### src/rtl/spi_mmio_pkg.sv
// Shared definitions for the SPI transmit MMIO front end: register word
// offsets, control/status bit positions, serialiser states and the
// word-queue entry layout.
package spi_mmio_pkg;

  // Register word indices relative to the block's base address
  localparam logic [29:0] REG_DATA   = 30'd0;
  localparam logic [29:0] REG_CTRL   = 30'd1;
  localparam logic [29:0] REG_STATUS = 30'd2;

  // CTRL field positions
  localparam int unsigned CTRL_LEN_LSB = 0;
  localparam int unsigned CTRL_MSB_BIT = 2;
  localparam int unsigned CTRL_GAP_LSB = 8;

  // STATUS field positions
  localparam int unsigned STAT_BUSY_BIT  = 0;
  localparam int unsigned STAT_LEVEL_LSB = 8;
  localparam int unsigned STAT_OVF_BIT   = 16;

  // Serialiser states
  typedef enum logic [1:0] {
    S_IDLE,
    S_EMIT,
    S_GAP
  } state_e;

  // One queued word together with the CTRL settings captured at push time
  typedef struct packed {
    logic [31:0] data;
    logic [1:0]  len;
    logic        msb_first;
  } wq_entry_t;

  localparam int unsigned WQ_ENTRY_W = $bits(wq_entry_t);

  // The shift register is kept normalised so the next byte to send always
  // sits at the top (MSB-first) or the bottom (LSB-first) of the word.
  function automatic logic [7:0] head_byte(input logic [31:0] sh, input logic msb);
    return msb ? sh[31:24] : sh[7:0];
  endfunction

endpackage

### src/rtl/spi_word_fifo.sv
// Synchronous circular-buffer FIFO. Each pointer carries an extra wrap bit
// so full and empty can be told apart when the index bits are equal.
// The head entry is visible combinationally on data_o.
module spi_word_fifo #(
  parameter int unsigned DEPTH = 4,
  parameter int unsigned WIDTH = 35
) (
  input  logic                     clk,
  input  logic                     rst_n,
  input  logic                     push_i,
  input  logic [WIDTH-1:0]         data_i,
  input  logic                     pop_i,
  output logic [WIDTH-1:0]         data_o,
  output logic                     full_o,
  output logic                     empty_o,
  output logic [$clog2(DEPTH):0]   level_o
);

  localparam int unsigned AW = $clog2(DEPTH);

  logic [WIDTH-1:0] mem_q [DEPTH];
  logic [AW:0]      wrPtr_q, wrPtr_d;
  logic [AW:0]      rdPtr_q, rdPtr_d;
  logic             pushOk;
  logic             popOk;

  assign empty_o = (wrPtr_q == rdPtr_q);
  assign full_o  = (wrPtr_q[AW] != rdPtr_q[AW]) && (wrPtr_q[AW-1:0] == rdPtr_q[AW-1:0]);
  assign level_o = wrPtr_q - rdPtr_q;
  assign data_o  = mem_q[rdPtr_q[AW-1:0]];

  // A push into a full queue is only accepted when the head leaves in the
  // same cycle, so the slot being overwritten is the one being popped.
  assign pushOk = push_i && (!full_o || pop_i);
  assign popOk  = pop_i && !empty_o;

  // Pointer advance for accepted pushes and pops
  always_comb begin
    wrPtr_d = wrPtr_q;
    rdPtr_d = rdPtr_q;
    if (pushOk) begin
      wrPtr_d = wrPtr_q + {{AW{1'b0}}, 1'b1};
    end
    if (popOk) begin
      rdPtr_d = rdPtr_q + {{AW{1'b0}}, 1'b1};
    end
  end

  // Pointer registers, cleared by reset so the queue comes up empty
  always_ff @(posedge clk or negedge rst_n) begin
    if (!rst_n) begin
      wrPtr_q <= '0;
      rdPtr_q <= '0;
    end else begin
      wrPtr_q <= wrPtr_d;
      rdPtr_q <= rdPtr_d;
    end
  end

  // Storage array; contents need no reset because the pointers gate them
  always_ff @(posedge clk) begin
    if (pushOk) begin
      mem_q[wrPtr_q[AW-1:0]] <= data_i;
    end
  end

endmodule

### src/rtl/spi_tx_mmio_writer.sv
// CPU-facing register block that queues 32-bit words and serialises each
// into 1-4 bytes, presented to the SPI controller as one-cycle
// interrupt/value pulses separated by a programmable gap.
module spi_tx_mmio_writer
  import spi_mmio_pkg::*;
#(
  parameter logic [31:0] BASE_ADDR = 32'hFFFF_0100,
  parameter int unsigned WQ_DEPTH  = 4,
  parameter int unsigned GAP_RESET = 16
) (
  input  logic        clk,
  input  logic        rst_n,
  input  logic        mem_we,
  input  logic        mem_re,
  input  logic [31:0] mem_addr,
  input  logic [31:0] mem_wdata,
  output logic [31:0] mem_rdata,
  output logic        interrupt,
  output logic [7:0]  value
);

  localparam int unsigned LVL_W  = $clog2(WQ_DEPTH) + 1;
  localparam logic [7:0]  GAP_RV = 8'(GAP_RESET);

  // Address decode
  logic [29:0] wordOff;
  logic        selData, selCtrl, selStatus;
  logic        unusedAddrBits;

  // Queue interface
  wq_entry_t        pushEntry, headEntry;
  logic             fifoFull, fifoEmpty;
  logic [LVL_W-1:0] fifoLevel;
  logic             push, pop;

  // Control / status registers
  logic [1:0] len_q, len_d;
  logic       msb_q, msb_d;
  logic [7:0] gap_q, gap_d;
  logic       ovf_q, ovf_d;

  // Serialiser state
  state_e      state_q, state_d;
  logic [31:0] shift_q, shift_d;
  logic        shMsb_q, shMsb_d;
  logic [1:0]  remain_q, remain_d;
  logic [7:0]  gapCnt_q, gapCnt_d;
  logic        int_q, int_d;
  logic [7:0]  value_q, value_d;

  // Helpers
  logic [7:0]  gapLoad;
  logic [1:0]  padBytes;
  logic [4:0]  padBits;
  logic [31:0] headNorm;
  logic        busy;

  assign wordOff        = mem_addr[31:2] - BASE_ADDR[31:2];
  assign selData        = (wordOff == REG_DATA);
  assign selCtrl        = (wordOff == REG_CTRL);
  assign selStatus      = (wordOff == REG_STATUS);
  assign unusedAddrBits = ^mem_addr[1:0];

  assign push      = mem_we && selData;
  assign pushEntry = '{data: mem_wdata, len: len_q, msb_first: msb_q};
  assign busy      = !fifoEmpty || (state_q != S_IDLE);

  spi_word_fifo #(
    .DEPTH (WQ_DEPTH),
    .WIDTH (WQ_ENTRY_W)
  ) u_fifo (
    .clk     (clk),
    .rst_n   (rst_n),
    .push_i  (push),
    .data_i  (pushEntry),
    .pop_i   (pop),
    .data_o  (headEntry),
    .full_o  (fifoFull),
    .empty_o (fifoEmpty),
    .level_o (fifoLevel)
  );

  // CTRL updates from stores and sticky overflow set/clear
  always_comb begin
    len_d = len_q;
    msb_d = msb_q;
    gap_d = gap_q;
    ovf_d = ovf_q;
    if (mem_we && selCtrl) begin
      len_d = mem_wdata[CTRL_LEN_LSB +: 2];
      msb_d = mem_wdata[CTRL_MSB_BIT];
      gap_d = mem_wdata[CTRL_GAP_LSB +: 8];
    end
    if (push && fifoFull && !pop) begin
      ovf_d = 1'b1;
    end
    if (mem_we && selStatus && mem_wdata[STAT_OVF_BIT]) begin
      ovf_d = 1'b0;
    end
  end

  // Load data mux; reads see the register values before any same-cycle store
  always_comb begin
    mem_rdata = '0;
    if (mem_re) begin
      if (selCtrl) begin
        mem_rdata[CTRL_LEN_LSB +: 2] = len_q;
        mem_rdata[CTRL_MSB_BIT]      = msb_q;
        mem_rdata[CTRL_GAP_LSB +: 8] = gap_q;
      end else if (selStatus) begin
        mem_rdata[STAT_BUSY_BIT]       = busy;
        mem_rdata[STAT_LEVEL_LSB +: 8] = 8'(fifoLevel);
        mem_rdata[STAT_OVF_BIT]        = ovf_q;
      end
    end
  end

  // Cycles spent in the GAP state. A programmed gap of 0 or 1 still keeps
  // one GAP cycle after each pulse so interrupt never stays high twice.
  assign gapLoad = (gap_q < 8'd2) ? 8'd1 : (gap_q - 8'd1);

  // Align an MSB-first word so its first byte lands in bits [31:24]
  assign padBytes = 2'd3 - headEntry.len;
  assign padBits  = {padBytes, 3'b000};
  assign headNorm = headEntry.msb_first ? (headEntry.data << padBits) : headEntry.data;

  // Serialiser next-state logic; interrupt/value are prepared one cycle
  // ahead so the registered pulse coincides with the EMIT state
  always_comb begin
    state_d  = state_q;
    shift_d  = shift_q;
    shMsb_d  = shMsb_q;
    remain_d = remain_q;
    gapCnt_d = gapCnt_q;
    int_d    = 1'b0;
    value_d  = value_q;
    pop      = 1'b0;
    case (state_q)
      S_IDLE: begin
        if (!fifoEmpty) begin
          pop      = 1'b1;
          state_d  = S_EMIT;
          shift_d  = headNorm;
          shMsb_d  = headEntry.msb_first;
          remain_d = headEntry.len;
          int_d    = 1'b1;
          value_d  = head_byte(headNorm, headEntry.msb_first);
        end
      end
      S_EMIT: begin
        state_d  = S_GAP;
        gapCnt_d = gapLoad;
        shift_d  = shMsb_q ? (shift_q << 8) : (shift_q >> 8);
      end
      S_GAP: begin
        if (gapCnt_q <= 8'd1) begin
          if (remain_q != 2'd0) begin
            state_d  = S_EMIT;
            remain_d = remain_q - 2'd1;
            int_d    = 1'b1;
            value_d  = head_byte(shift_q, shMsb_q);
          end else begin
            state_d = S_IDLE;
          end
        end else begin
          gapCnt_d = gapCnt_q - 8'd1;
        end
      end
      default: begin
        state_d = S_IDLE;
      end
    endcase
  end

  // State and register file; reset aborts any word in flight
  always_ff @(posedge clk or negedge rst_n) begin
    if (!rst_n) begin
      len_q    <= 2'd3;
      msb_q    <= 1'b1;
      gap_q    <= GAP_RV;
      ovf_q    <= 1'b0;
      state_q  <= S_IDLE;
      shift_q  <= '0;
      shMsb_q  <= 1'b0;
      remain_q <= '0;
      gapCnt_q <= '0;
      int_q    <= 1'b0;
      value_q  <= '0;
    end else begin
      len_q    <= len_d;
      msb_q    <= msb_d;
      gap_q    <= gap_d;
      ovf_q    <= ovf_d;
      state_q  <= state_d;
      shift_q  <= shift_d;
      shMsb_q  <= shMsb_d;
      remain_q <= remain_d;
      gapCnt_q <= gapCnt_d;
      int_q    <= int_d;
      value_q  <= value_d;
    end
  end

  assign interrupt = int_q;
  assign value     = value_q;

endmodule
### config.mk
export PLATFORM = sky130hd
export DESIGN_NAME = spi_tx_mmio_writer
export DESIGN_NICKNAME = d
export VERILOG_FILES = /design/src/rtl/spi_mmio_pkg.sv /design/src/rtl/spi_word_fifo.sv /design/src/rtl/spi_tx_mmio_writer.sv
export SDC_FILE = /design/constraint.sdc
export NUM_CORES = 1
export LEC_CHECK = 0
export ABC_AREA = 0
export CAP_MARGIN = 20
export CORE_MARGIN = 8
export CORE_UTILIZATION = 51
export DETAILED_ROUTE_END_ITERATION = 8
export PLACE_DENSITY = 0.76
export SLEW_MARGIN = 20
export SYNTH_ARGS = -nofsm -noshare
export SYNTH_HDL_FRONTEND = slang
export SYNTH_HIERARCHICAL = 1
export SYNTH_SLANG_ARGS = --single-unit
export TNS_END_PERCENT = 30
### constraint.sdc
create_clock -name clk -period 3.35 [get_ports clk]
set_input_delay 0.67 -clock clk [delete_from_list [all_inputs] [get_ports clk]]
set_output_delay 0.67 -clock clk [all_outputs]
set_load 0.01 [all_outputs]
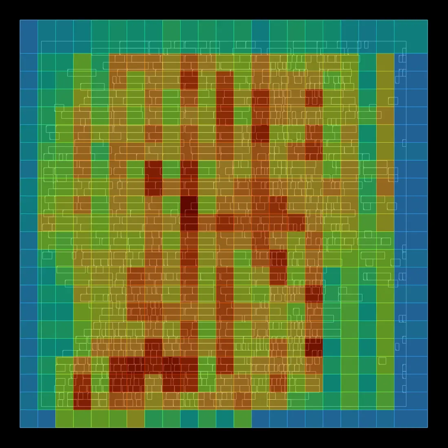
(congestion heat map)
total track usage: 18.9%
WL per Instance: 20.0 um
met3 GRT Util: 2.87%
grt met1 use: 24.4%

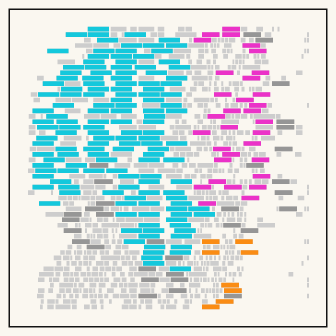
(register map, names as in the netlist)
Other sequential cells in the stronger grey, the rest of the logic in the fainter grey.
- orange: gapCnt_q (placed flops 8)
- cyan: u_fifo/mem_q (placed flops 140)
- magenta: shift_q (placed flops 32)

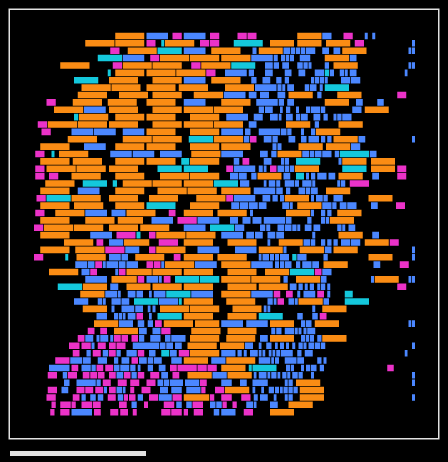
(cells coloured by class)
Scale bar: 50 um.
- orange: registers (cells 212; share of their area 50%)
- blue: remaining logic cells (cells 492; share of their area 33%)
- cyan: clock drivers and dummy loads (cells 42; share of their area 6.3%)
- magenta: remaining buffers and delay cells (cells 145; share of their area 11%)

==> flow_summary.yaml <==
# generated from flow reports
final_layout:
  syn_to_final_growth_pct: 21.5
  num-nets-final: 954
  drive_above_1_share_pct: 23.2
  layout_top_cells: "edfxtp_1, dfrtp_1, clkdlybuf4s50_1, buf_4, mux4_2"
  lay_top_count: "edfxtp_1"
logic_synthesis:
  ys_cells: 748
  most_common_cell: "edfxtp_1"
  ys_top_cells_by_count: "edfxtp_1, dfrtp_1, mux4_2"
  flop_cell: "edfxtp_1"
  synthArstFlopShare_pct: 34.0
  ys_area_um2: 10300
  largest_area_cell: "edfxtp_1"
  edf_count: 140
  synth_flops: 212
  yosysSeqAreaShare_pct: 58.6
  top_cell_area_share_pct: 41.0
timing:
  setup_ws_ns: -0.0539
  tightest_slew_ns: 1.07
  finalSetupViolCount: 6
  hold_viol: 0
  slew_viol_final: 0
clock_tree:
  cts.path.max_buffers: 3
  clk-insertion-delay-late_ns: 0.52
  cts_made_buffers: 23
  root_buffer: "clkbuf_16"
  clock_sinks: 212
placement:
  io_buffers: 86
  pre_cts_slack_ns: -0.889
  dp.final_hpwl_um: 16000
  postPlaceCellArea_um2: 11600
pwr:
  p_seq_share_pct: 51.0
  leakage_nw: 4.90
  p_sw_mw: 1.10
worst_setup_path:
  required_ns: 2.68
  slowest_stage: "mux2i_2"
  path_cells: "dlygate4sd2_1 > nand2_2 > a211oi_4 > buf_4 > nor2b_2 > mux2i_2 > and4_4 > buf_6 > buf_6 > and3_4 > buf_6"
  arrival_ns: 2.73
job:
  maxCapViolations: 0
  tool_warnings: 35
status:
  violations: "setup timing"
  status: "finished, violations left"
floorplanning:
  initCoreUtil_pct: 51.3
  core_area_um2: 20000
  die_h_um: 158
global_route:
  first_global_vias: 6769
  grt_overflow: 0
  antenna_found_initial: 0
  grt_max_degree: 73
drt:
  drt_iter0_drc: 600
  dr.pass1.iters: 5
  drc: 0
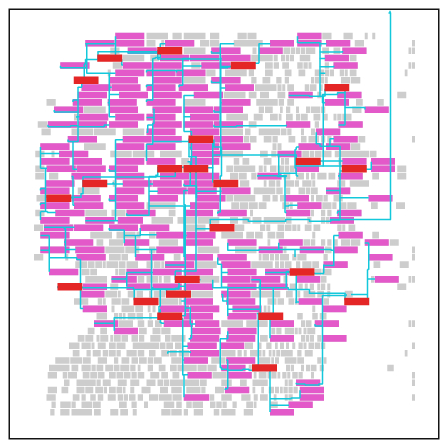
(clock network drawn from the DEF)
- magenta: flip-flops (count 212)
- cyan: clock wires (length 2310 um)
- red: clock-net drivers (count 23)
- routed clock nets: 24

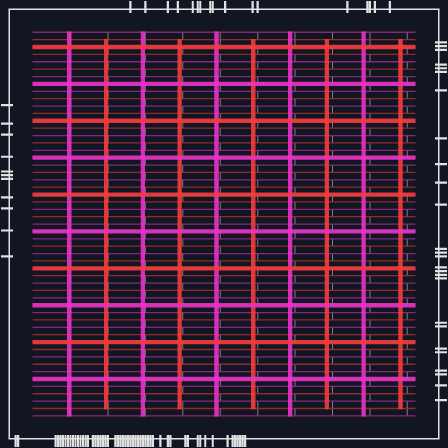
(power grid)
Pins as bars on the die edge. Tap cells in grey.
- red: VDD
- magenta: VSS
- met4 straps: 10
- signal pins: 109
- met5 straps: 10
- rows: 52

worst paths after layout:
kind / startpoint / end / slack [ns] / cells after the start
max reg2reg: u_fifo/rdPtr_q[0] / shift_q[22] / 0.46 / 8
min in group clk: value[2] / value[2] / 0.47 / 1
max in group asynchronous: rst_n / u_fifo/rdPtr_q[0] / 2.36 / 1
min reg2reg: value[2] / value[2] / 0.47 / 1
max: mem_addr[19] / mem_rdata[15] / -0.05 / 11
min: rst_n / interrupt / 0.31 / 1
sequential cells by signal, indices dropped and copies added (netlist names):
| register | cells |
|---|---|
| ovf_q | 1 |
| u_fifo/wrPtr_q | 3 |
| state_q | 2 |
| shift_q | 32 |
| interrupt | 1 |
| gapCnt_q | 8 |
| value | 8 |
| gap_q | 8 |
| shMsb_q | 1 |
| remain_q | 2 |
| len_q | 2 |
| u_fifo/rdPtr_q | 3 |
| msb_q | 1 |
| u_fifo/mem_q | 140 |
area by class of cell:
cell class / count / area, um2
inverter: 22 / 82.6
sequential: 212 / 6010
clock buffer: 25 / 583
multi-input combinational: 470 / 3940
tap: 270 / 338
clock inverter: 17 / 185
fill: 1519 / 7510
timing repair buffer: 145 / 1320
kinds of logic (layout without fill, tap and decap cells):
| kind of cell | Yosys count | in the layout | share of synthesized area, % |
|---|---|---|---|
| adder cells (fa/ha/maj) | 12 | 12 | 1.54 |
| multiplexers | 86 | 86 | 14.3 |
| buffers and inverters | 86 | 209 | 4.37 |
| other | 1 | 20 | 0.0366 |
| AND/OR/NAND/NOR | 168 | 169 | 8.50 |
| XOR/XNOR | 11 | 11 | 0.939 |
| AND-OR/OR-AND | 172 | 172 | 11.7 |
| flip-flops | 212 | 212 | 58.6 |
what timing repair did:
item                       in CTS  in global routing
resized                       101                 15
cloned                          1                  0
hold buffers                    0                  0
buffers inserted               12                  1
setup endpoints to repair      12                 12
pin swaps                      13                  5
stage by stage:
step                      utilization, %  TNS, ns  total power, mW  instances  hold WS (ns)
after floorplan                        -    -6.30             2.89        767         0.374
final                               62.4   -0.103             5.48       1161         0.314
after CTS                           62.1        0             5.52       1160         0.341
after global placement              58.0   -55.55             3.01       1105         0.461
after global routing                62.4   -0.758             5.64       1161         0.387
after detailed placement            58.0   -70.27             3.01       1105         0.465
worst reg2reg max path, cell delays in order (launching register included):
cell and delay, ns:
dfrtp_2 0.38, buf_4 0.28, mux4_2 0.63, nor2b_1 0.85, a22o_1 0.25, a222oi_1 0.08
o21ai_0 0.18, nand2_1 0.06, o21ai_0 0.10
power by group through the flow:
| stage | Sequential, mW | Clock [mW] | Combinational [mW] |
|---|---|---|---|
| floorplan | 2.85 | 0 | 0.0453 |
| global placement | 2.85 | 0 | 0.162 |
| detailed placement | 2.85 | 0 | 0.165 |
| CTS | 2.79 | 2.56 | 0.166 |
| global route | 2.79 | 2.67 | 0.183 |
| finish | 2.79 | 2.52 | 0.168 |
per-layer routing:
layer	vias up	GRT usage, %	wire length, um
li1	3126	-	-
met1	3364	24.4	9630
met2	224	32.0	11700
met3	48	2.87	1280
met4	0	6.12	642
met5	-	0	0
No activity file was given, so power comes from the tool's default toggle rates.
